$ cat src/rtl/ad7606_emu.sv
// AD7606 device-side responder: BUSY/FRSTDATA/DB emulation for loopback.
// Optional macro AD7606_EMU_EXT_DATA_EN: sample data comes from ext_data.
module ad7606_emu #(
    parameter int BASE_CONV_CYCLES = 16
) (
    input  logic         clk,
    input  logic         rst_n,
    input  logic         convst_a,
    input  logic         convst_b,
    input  logic         cs_n,
    input  logic         rd_n,
    input  logic         ad_reset,
    input  logic [2:0]   os,
    input  logic         stby_n,
`ifdef AD7606_EMU_EXT_DATA_EN
    input  logic [127:0] ext_data,
`endif
    output logic         busy,
    output logic         frstdata,
    output logic [15:0]  db,
    output logic         db_oe,
    output logic [12:0]  frame_cnt
);

    typedef enum logic [1:0] {
        S_PWRDN,
        S_IDLE,
        S_CONV,
        S_DRDY
    } state_t;

    state_t      r_state;
    state_t      w_state_nxt;
    logic        r_conv_q;
    logic        r_rd_q;
    logic [15:0] r_cnt;
    logic [15:0] w_cnt_nxt;
    logic [2:0]  r_ptr;
    logic [2:0]  w_ptr_nxt;
    logic        r_dv;
    logic        w_dv_nxt;
    logic [12:0] r_fcnt;
    logic [12:0] w_fcnt_nxt;
    logic [15:0] r_smp [8];
    logic [15:0] w_smp_src [8];
    logic        w_smp_load;
    logic        w_smp_clr;

    logic        w_conv;
    logic        w_start;
    logic        w_rd_adv;
    logic [2:0]  w_os_eff;
    logic [15:0] w_len;

    assign w_conv   = convst_a & convst_b;
    assign w_start  = w_conv & ~r_conv_q;
    assign w_rd_adv = rd_n & ~r_rd_q & ~cs_n;
    assign w_os_eff = (os <= 3'd6) ? os : 3'd0;
    assign w_len    = 16'(BASE_CONV_CYCLES << w_os_eff);

    // Sample source captured on the last conversion cycle
    always_comb begin
        for (int k = 0; k < 8; k++) begin
`ifdef AD7606_EMU_EXT_DATA_EN
            w_smp_src[k] = ext_data[16*k +: 16];
`else
            w_smp_src[k] = {3'(k), r_fcnt};
`endif
        end
    end

    // Edge-detect history for convst and rd_n
    always_ff @(posedge clk or negedge rst_n) begin
        if (!rst_n) begin
            r_conv_q <= 1'b0;
            r_rd_q   <= 1'b1;
        end else begin
            r_conv_q <= w_conv;
            r_rd_q   <= rd_n;
        end
    end

    // Next-state and datapath control; ad_reset outranks standby
    always_comb begin
        w_state_nxt = r_state;
        w_cnt_nxt   = r_cnt;
        w_ptr_nxt   = r_ptr;
        w_dv_nxt    = r_dv;
        w_fcnt_nxt  = r_fcnt;
        w_smp_load  = 1'b0;
        w_smp_clr   = 1'b0;
        if (ad_reset) begin
            w_state_nxt = stby_n ? S_IDLE : S_PWRDN;
            w_cnt_nxt   = '0;
            w_ptr_nxt   = '0;
            w_dv_nxt    = 1'b0;
            w_fcnt_nxt  = '0;
            w_smp_clr   = 1'b1;
        end else if (!stby_n) begin
            w_state_nxt = S_PWRDN;
            w_cnt_nxt   = '0;
            w_dv_nxt    = 1'b0;
        end else begin
            unique case (r_state)
                S_PWRDN: begin
                    w_state_nxt = S_IDLE;
                end
                S_IDLE: begin
                    if (w_start) begin
                        w_state_nxt = S_CONV;
                        w_cnt_nxt   = w_len - 16'd1;
                        w_ptr_nxt   = '0;
                        w_dv_nxt    = 1'b0;
                    end
                end
                S_CONV: begin
                    if (r_cnt == 16'd0) begin
                        w_state_nxt = S_DRDY;
                        w_smp_load  = 1'b1;
                        w_fcnt_nxt  = r_fcnt + 13'd1;
                        w_dv_nxt    = 1'b1;
                        w_ptr_nxt   = '0;
                    end else begin
                        w_cnt_nxt = r_cnt - 16'd1;
                    end
                end
                S_DRDY: begin
                    if (w_start) begin
                        w_state_nxt = S_CONV;
                        w_cnt_nxt   = w_len - 16'd1;
                        w_ptr_nxt   = '0;
                        w_dv_nxt    = 1'b0;
                    end else if (w_rd_adv) begin
                        w_ptr_nxt = r_ptr + 3'd1;
                        if (r_ptr == 3'd7) begin
                            w_dv_nxt = 1'b0;
                        end
                    end
                end
                default: begin
                    w_state_nxt = S_IDLE;
                end
            endcase
        end
    end

    // State and control registers
    always_ff @(posedge clk or negedge rst_n) begin
        if (!rst_n) begin
            r_state <= S_IDLE;
            r_cnt   <= '0;
            r_ptr   <= '0;
            r_dv    <= 1'b0;
            r_fcnt  <= '0;
        end else begin
            r_state <= w_state_nxt;
            r_cnt   <= w_cnt_nxt;
            r_ptr   <= w_ptr_nxt;
            r_dv    <= w_dv_nxt;
            r_fcnt  <= w_fcnt_nxt;
        end
    end

    // Channel sample registers
    always_ff @(posedge clk or negedge rst_n) begin
        if (!rst_n) begin
            for (int k = 0; k < 8; k++) begin
                r_smp[k] <= '0;
            end
        end else if (w_smp_clr) begin
            for (int k = 0; k < 8; k++) begin
                r_smp[k] <= '0;
            end
        end else if (w_smp_load) begin
            for (int k = 0; k < 8; k++) begin
                r_smp[k] <= w_smp_src[k];
            end
        end
    end

    assign busy      = (r_state == S_CONV);
    assign db        = cs_n ? 16'h0000 : r_smp[r_ptr];
    assign db_oe     = ~cs_n;
    assign frstdata  = r_dv & ~cs_n & (r_ptr == 3'd0);
    assign frame_cnt = r_fcnt;

endmodule

$ cat config.mk
export PLATFORM = sky130hd
export DESIGN_NAME = ad7606_emu
export DESIGN_NICKNAME = d
export VERILOG_FILES = /design/src/rtl/ad7606_emu.sv
export SDC_FILE = /design/constraint.sdc
export NUM_CORES = 1
export LEC_CHECK = 0
export ABC_CLOCK_PERIOD_IN_PS = 5600
export CAP_MARGIN = 20
export CORE_MARGIN = 4
export CORE_UTILIZATION = 58
export CTS_CLUSTER_DIAMETER = 30
export DETAILED_ROUTE_END_ITERATION = 16
export PLACE_DENSITY_LB_ADDON = 0.15
export SLEW_MARGIN = 5
export SYNTH_ARGS = -nofsm -noshare
export SYNTH_HDL_FRONTEND = slang
export SYNTH_SLANG_ARGS = --single-unit
export TNS_END_PERCENT = 5
$ cat constraint.sdc
create_clock -name clk -period 5.6 [get_ports clk]
set_input_delay 1.12 -clock clk [delete_from_list [all_inputs] [get_ports clk]]
set_output_delay 1.12 -clock clk [all_outputs]
set_load 0.02 [all_outputs]
**Signal wires on met1**

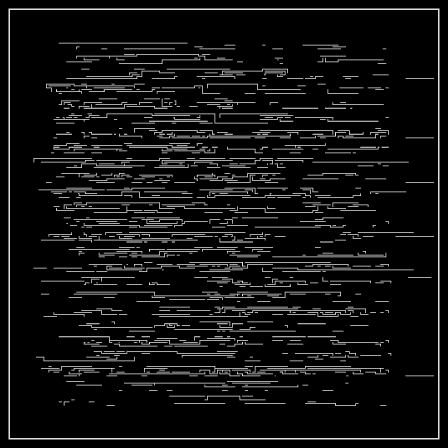
wire length on this layer	3070 um
longest straight run	23.5 um
main direction	horizontal
nets with wire on the layer	343
share of all routed wire	47%
met1 Usage GRT: 32.8%
routed via count: 2502
routed wire length: 6.59 mm

**Signal wires on met2**

Scale bar: 20 um. Cells faint in the background.
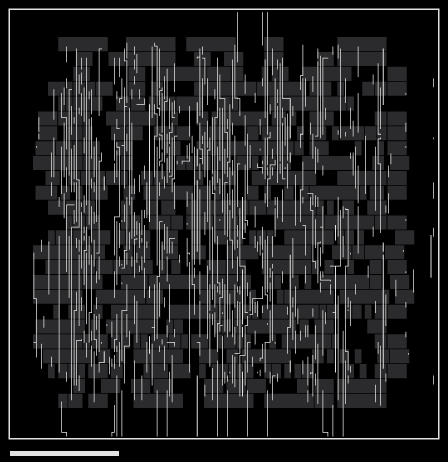
main direction	vertical
share of all routed wire	46%
wire length on this layer	3030 um
nets with wire on the layer	302
GR Util met2: 37.3%

**Signal wires on met3**

Scale bar: 20 um.
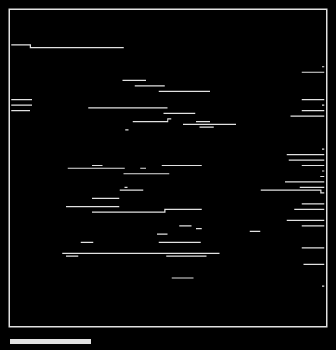
main direction	horizontal
nets with wire on the layer	44
met3 Usage GRT: 4.24%

**Zoomed window**

Scale bar: 5 um. Window x 10 to 30, y 49 to 69 um. Cells in gray, sequential cells in the stronger gray; small squares are vias.
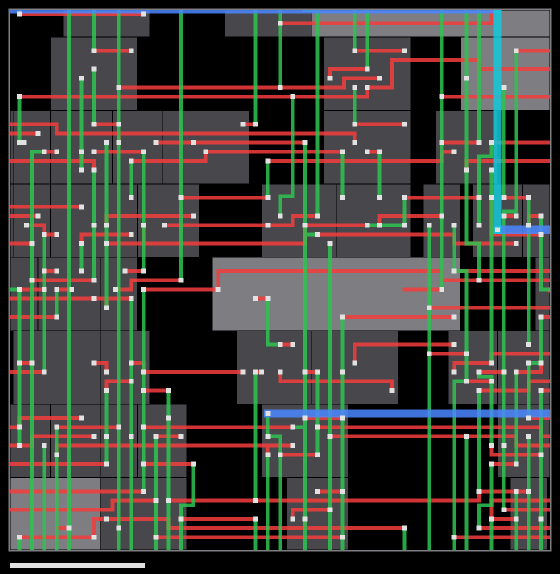
layer	color
metal 1	red
metal 3	blue
metal 4	cyan
metal 2	green
sequential cells in the window	1
netlist names of flops here include	r_cnt (1)
most frequent	inv_1 (3), xnor2_1 (3)
cells with their middle in the window	33

**Routing congestion**

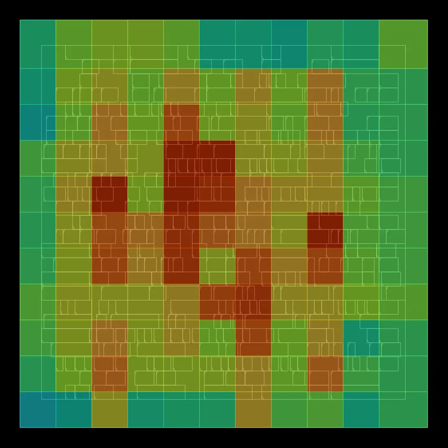
GR peak layer: met2
gr usage total: 23.4%
Core Util, Final: 71.8%
Avg WL per Cell: 15.4 um

-- area by class of cell --
class,count,area [um2]
clock buffer,6,72.6
inverter,16,60.1
timing repair buffer,45,438
fill,398,1340
multi-input combinational,241,1470
tap,67,83.8
sequential,51,1280
clock inverter,2,12.5
-- worst max-delay path, delay by kind of cell --
family	cells	cell delay [ps]
buffers and inverters	2	1280
and+or+nand+nor	2	420
-- routing by layer --
layer  vias up  global-route usage, %  share of wire, %
met5         -                      0                 0
met4         0                   6.82               1.2
met3        12                   4.24               6.2
met2        78                   37.3                46
met1      1193                   32.8                47
li1       1219                      -                 -
-- through the flow --
step	std cells	setup WS [ps]	power (mW)
after floorplan	322	2660	0.416
after global placement	420	1680	0.439
after detailed placement	420	1640	0.440
after CTS	428	1630	0.644
after global routing	428	1530	0.666
final	428	1650	0.641
==> flow_metrics.tcl <==
# flow metrics
set metrics [dict create \
    largest_area_cell "dfrtp_1" \
    diodes 0 \
    ys_sh_simple_pct 25.5 \
    synth.avg_cell_area_um2 8.91 \
    hold_start "r_smp[14]" \
    initial_core_util_pct 60.3 \
    cts_root_buf "clkbuf_8" \
    status "completed" \
    cts_sinks 51 \
    adder_share_pct 2.18 \
    io_buffers 42 \
    chipArea_um2 6140 \
    cpMaxStageDelayCell "clkdlybuf4s50_1" \
    holdWs_ps 516 \
    reg2reg_to "r_cnt[9]" \
    ff2ff_path_depth 5 \
    postCtsSetupBuffers 0 \
    startpoint_type "input pin" \
    setup_tns_ps 0 \
    clk-power_mw 0.208 \
    htreeDepth 2 \
    relSlewSlack_pct 35.0 \
    final_layout_size_suffix_gt1_share_pct 6.37 \
    crit_top_cell "clkdlybuf4s50_1" \
    p_sw_mw 0.162 \
    holdPathEnd "r_smp[14]" \
    hp-class "reg2reg" \
]
Power is estimated from default activity; no workload was simulated.
